File: config.mk
export PLATFORM = sky130hd
export DESIGN_NAME = ifetch_queue
export DESIGN_NICKNAME = d
export VERILOG_FILES = /design/src/rtl/ifetch_queue.sv
export SDC_FILE = /design/constraint.sdc
export NUM_CORES = 1
export LEC_CHECK = 0
export CAP_MARGIN = 5
export CORE_AREA = 4 4 203 205
export DETAILED_ROUTE_END_ITERATION = 8
export DIE_AREA = 0 0 207 209
export PLACE_DENSITY = 0.53
export SLEW_MARGIN = 20
export SYNTH_ARGS = -nofsm -noshare
export SYNTH_HDL_FRONTEND = slang
export SYNTH_SLANG_ARGS = --single-unit
File: constraint.sdc
create_clock -name clk -period 3.3 [get_ports clk]
set_input_delay 0.33 -clock clk [delete_from_list [all_inputs] [get_ports clk]]
set_output_delay 0.33 -clock clk [all_outputs]
set_load 0.02 [all_outputs]
File: src/rtl/ifetch_queue.sv
// ifetch_queue: instruction-fetch front end for the 5-stage MIPS32 pipeline.
// Issues one word-addressed fetch at a time over req/ack, buffers {pc, ir}
// in a DEPTH-entry FIFO and hands the head to decode under valid/ready.
// A redirect flushes the FIFO and restarts fetch at redirect_pc.
// Optional build macro IFQ_PERF_EN adds perf_fetched / perf_stall counters.
module ifetch_queue #(
  parameter int              DEPTH    = 4,
  parameter int              AW       = 10,
  parameter logic [AW-1:0]   RESET_PC = '0
) (
  input  logic                   clk,
  input  logic                   rst_n,
  input  logic                   enable_ex,
  output logic                   imem_req,
  output logic [AW-1:0]          imem_addr,
  input  logic                   imem_ack,
  input  logic [31:0]            imem_rdata,
  input  logic                   redirect,
  input  logic [AW-1:0]          redirect_pc,
  output logic                   if_valid,
  input  logic                   if_ready,
  output logic [31:0]            if_ir,
  output logic [31:0]            if_pc,
  output logic [31:0]            if_npc,
`ifdef IFQ_PERF_EN
  output logic [31:0]            perf_fetched,
  output logic [31:0]            perf_stall,
`endif
  output logic [$clog2(DEPTH):0] q_count
);

  localparam int PW = $clog2(DEPTH);
  localparam int CW = PW + 1;

  // IDLE    : no request outstanding
  // WAIT    : request outstanding, data will be enqueued on ack
  // DISCARD : stale request outstanding (redirected), data dropped on ack
  typedef enum logic [1:0] {S_IDLE, S_WAIT, S_DISCARD} state_t;

  state_t          r_state, w_state_nxt;
  logic [AW-1:0]   r_fpc, w_fpc_nxt;
  logic            r_req, w_req_nxt;
  logic [AW-1:0]   r_addr, w_addr_nxt;
  logic [PW-1:0]   r_wptr, r_rptr;
  logic [CW-1:0]   r_count, w_count_nxt, w_cnt_after;
  logic [AW-1:0]   r_mem_pc [DEPTH];
  logic [31:0]     r_mem_ir [DEPTH];
  logic            w_valid, w_deq, w_enq;
  logic [AW-1:0]   w_head_pc;

  assign w_valid     = (r_count != '0) && !redirect;
  assign w_deq       = w_valid && if_ready && enable_ex;
  assign w_enq       = (r_state == S_WAIT) && imem_ack && !redirect;
  // Occupancy once the in-flight word lands; slots are reserved at issue.
  assign w_cnt_after = r_count + CW'(1) - CW'(w_deq);
  assign w_head_pc   = r_mem_pc[r_rptr];

  // State register.
  always_ff @(posedge clk or negedge rst_n) begin
    if (!rst_n) r_state <= S_IDLE;
    else        r_state <= w_state_nxt;
  end

  // Next-state logic; redirect turns an unacked WAIT into DISCARD.
  always_comb begin
    w_state_nxt = r_state;
    case (r_state)
      S_IDLE:
        if (!redirect && enable_ex && (r_count < CW'(DEPTH))) w_state_nxt = S_WAIT;
      S_WAIT:
        if (imem_ack)
          w_state_nxt = (!redirect && enable_ex && (w_cnt_after < CW'(DEPTH))) ? S_WAIT : S_IDLE;
        else if (redirect)
          w_state_nxt = S_DISCARD;
      S_DISCARD:
        if (imem_ack) w_state_nxt = S_IDLE;
      default: w_state_nxt = S_IDLE;
    endcase
  end

  // Output logic: next fetch PC and next request/address values.
  always_comb begin
    w_req_nxt  = (w_state_nxt != S_IDLE);
    w_addr_nxt = r_addr;
    if (r_state == S_IDLE && w_state_nxt == S_WAIT)
      w_addr_nxt = r_fpc;
    else if (r_state == S_WAIT && imem_ack && w_state_nxt == S_WAIT)
      w_addr_nxt = r_fpc + AW'(1);
    if (redirect)   w_fpc_nxt = redirect_pc;
    else if (w_enq) w_fpc_nxt = r_fpc + AW'(1);
    else            w_fpc_nxt = r_fpc;
    if (redirect)   w_count_nxt = '0;
    else            w_count_nxt = r_count + CW'(w_enq) - CW'(w_deq);
  end

  // Fetch PC and registered request interface.
  always_ff @(posedge clk or negedge rst_n) begin
    if (!rst_n) begin
      r_fpc  <= RESET_PC;
      r_req  <= 1'b0;
      r_addr <= RESET_PC;
    end else begin
      r_fpc  <= w_fpc_nxt;
      r_req  <= w_req_nxt;
      r_addr <= w_addr_nxt;
    end
  end

  // FIFO storage, pointers and occupancy; redirect empties it.
  always_ff @(posedge clk or negedge rst_n) begin
    if (!rst_n) begin
      r_wptr  <= '0;
      r_rptr  <= '0;
      r_count <= '0;
      for (int i = 0; i < DEPTH; i++) begin
        r_mem_pc[i] <= '0;
        r_mem_ir[i] <= '0;
      end
    end else begin
      r_count <= w_count_nxt;
      if (redirect) begin
        r_wptr <= '0;
        r_rptr <= '0;
      end else begin
        if (w_enq) begin
          r_mem_pc[r_wptr] <= r_fpc;
          r_mem_ir[r_wptr] <= imem_rdata;
          r_wptr           <= r_wptr + PW'(1);
        end
        if (w_deq) r_rptr <= r_rptr + PW'(1);
      end
    end
  end

`ifdef IFQ_PERF_EN
  logic [31:0] r_perf_fetched, r_perf_stall;

  // Fetched-word and full-queue stall counters, free-running and wrapping.
  always_ff @(posedge clk or negedge rst_n) begin
    if (!rst_n) begin
      r_perf_fetched <= '0;
      r_perf_stall   <= '0;
    end else begin
      if (w_enq) r_perf_fetched <= r_perf_fetched + 32'd1;
      if (enable_ex && !redirect && r_state == S_IDLE && r_count == CW'(DEPTH))
        r_perf_stall <= r_perf_stall + 32'd1;
    end
  end

  assign perf_fetched = r_perf_fetched;
  assign perf_stall   = r_perf_stall;
`endif

  assign imem_req  = r_req;
  assign imem_addr = r_addr;
  assign q_count   = r_count;
  assign if_valid  = w_valid;
  assign if_ir     = w_valid ? r_mem_ir[r_rptr] : 32'd0;
  assign if_pc     = w_valid ? 32'(w_head_pc) : 32'd0;
  assign if_npc    = w_valid ? 32'(AW'(w_head_pc + AW'(1))) : 32'd0;

endmodule

congestion.png
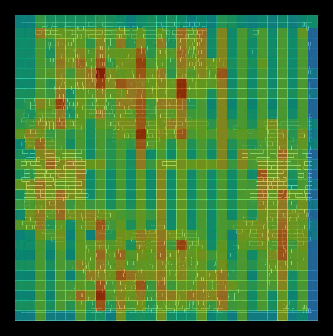
Global Route Usage Sum: 10.59%
met2 Use GR: 17.30%
busiest layer in global routing: met2
post-layout util: 30.18%

metal_density.png
The bar under the picture is 50 µm long. 21 x 21 tiles, from dark blue (low) to red (high), scaled to the fullest tile. Values are wire area over tile area, all layers added.
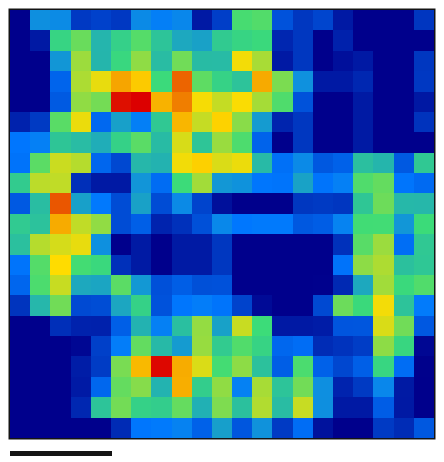
- tiles over half the peak: 23%
- nearly empty tiles: 19%
- densest ninth of the die: north
WL/cell: 16.38 µm
drt total wl: 22100 µm
routed via count: 5766

==> results.yml <==
# flow metrics
outcome:
  status: "complete, no violations"
critical_path:
  rrSetupSlack_ns: 1.04
  slowest_stage: "clkdlybuf4s50_1"
  critical_path.max_fanout: 11
  required_ns: 2.97
route:
  met3WireLength_um: 829
  avgViaCountPerCell: 4.274
synthesis:
  ys_sh_xor_pct: 2.519
  netlist_instances: 703
  synth_stat.cells: 703
  edf_count: 0
power_and_ir_drop:
  power_mw: 7.198
  vdd_drop_max_uv: 311.9
floorplan:
  fp_util_pct: 24.68
  rows: 73
  coreArea_mm2: 0.03946
clock_network:
  cts_setup_buffers: 1
  ctsHtreeMaxLevel: 4
  clock_latency_ns: 0.44
sta:
  finalCritPeriodShare_pct: 95.09
finish:
  final_cells: 1349
  fill_cells: 4031
placement:
  dp_cells: 1315
flops_by_reg.png
The bar under the picture is 50 µm long. Other sequential cells in the stronger gray, the rest of the logic in the fainter gray.
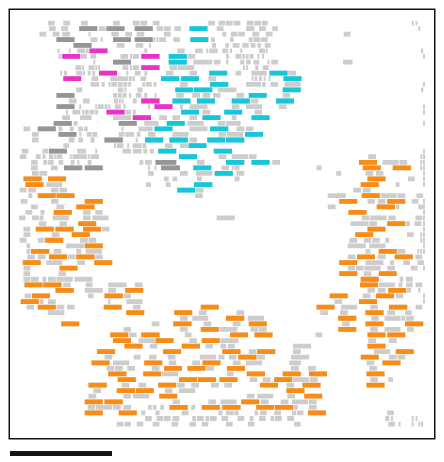
- `r_fpc`: magenta (flops 10; where north-west)
- `r_mem_ir`: orange (flops 128)
- `r_mem_pc`: cyan (flops 40; where north)
- not colored: 20

placement_by_type.png
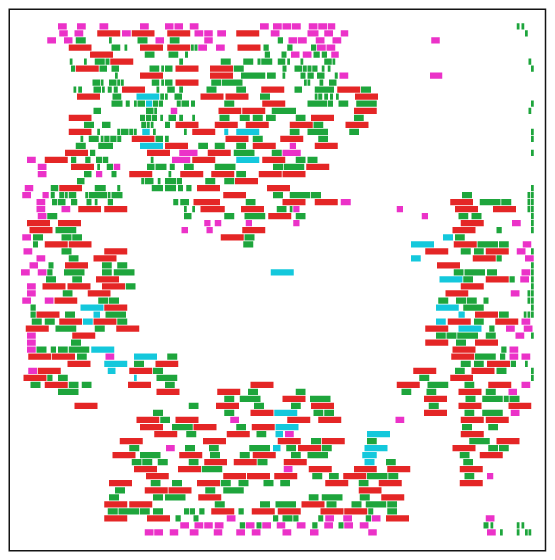
- combinational and other logic: green (cells 460)
- other buffers and delay cells: magenta (cells 134)
- flops: red (cells 198)
- clock drivers and dummy loads: cyan (cells 32)

## where the power goes
part	switching, mW	total (mW)	leakage (nW)	internal [mW]
sequential	0.280	3.19	2.62	2.91
clock	1.03	2.04	0.270	1.00
combinational	0.873	1.97	2.42	1.10
total	2.18	7.20	5.32	5.01
## registers in the layout, summed over array words and instances, names as in the netlist, 2 cells and up
register / flops
r_mem_ir: 128
r_fpc: 10
q_count: 3
imem_addr: 10
r_wptr: 2
r_state: 2
r_rptr: 2
r_mem_pc: 40
## final cells by class
cell class,instances,share of cell area (%)
clock buffers,18,3.604
clock inverters,14,1.135
inverters,11,0.3467
multi-input cells,449,36.51
flip-flops and latches,198,41.65
well taps,525,5.516
repair buffers,134,11.23
Power and IR drop assume default switching activity.
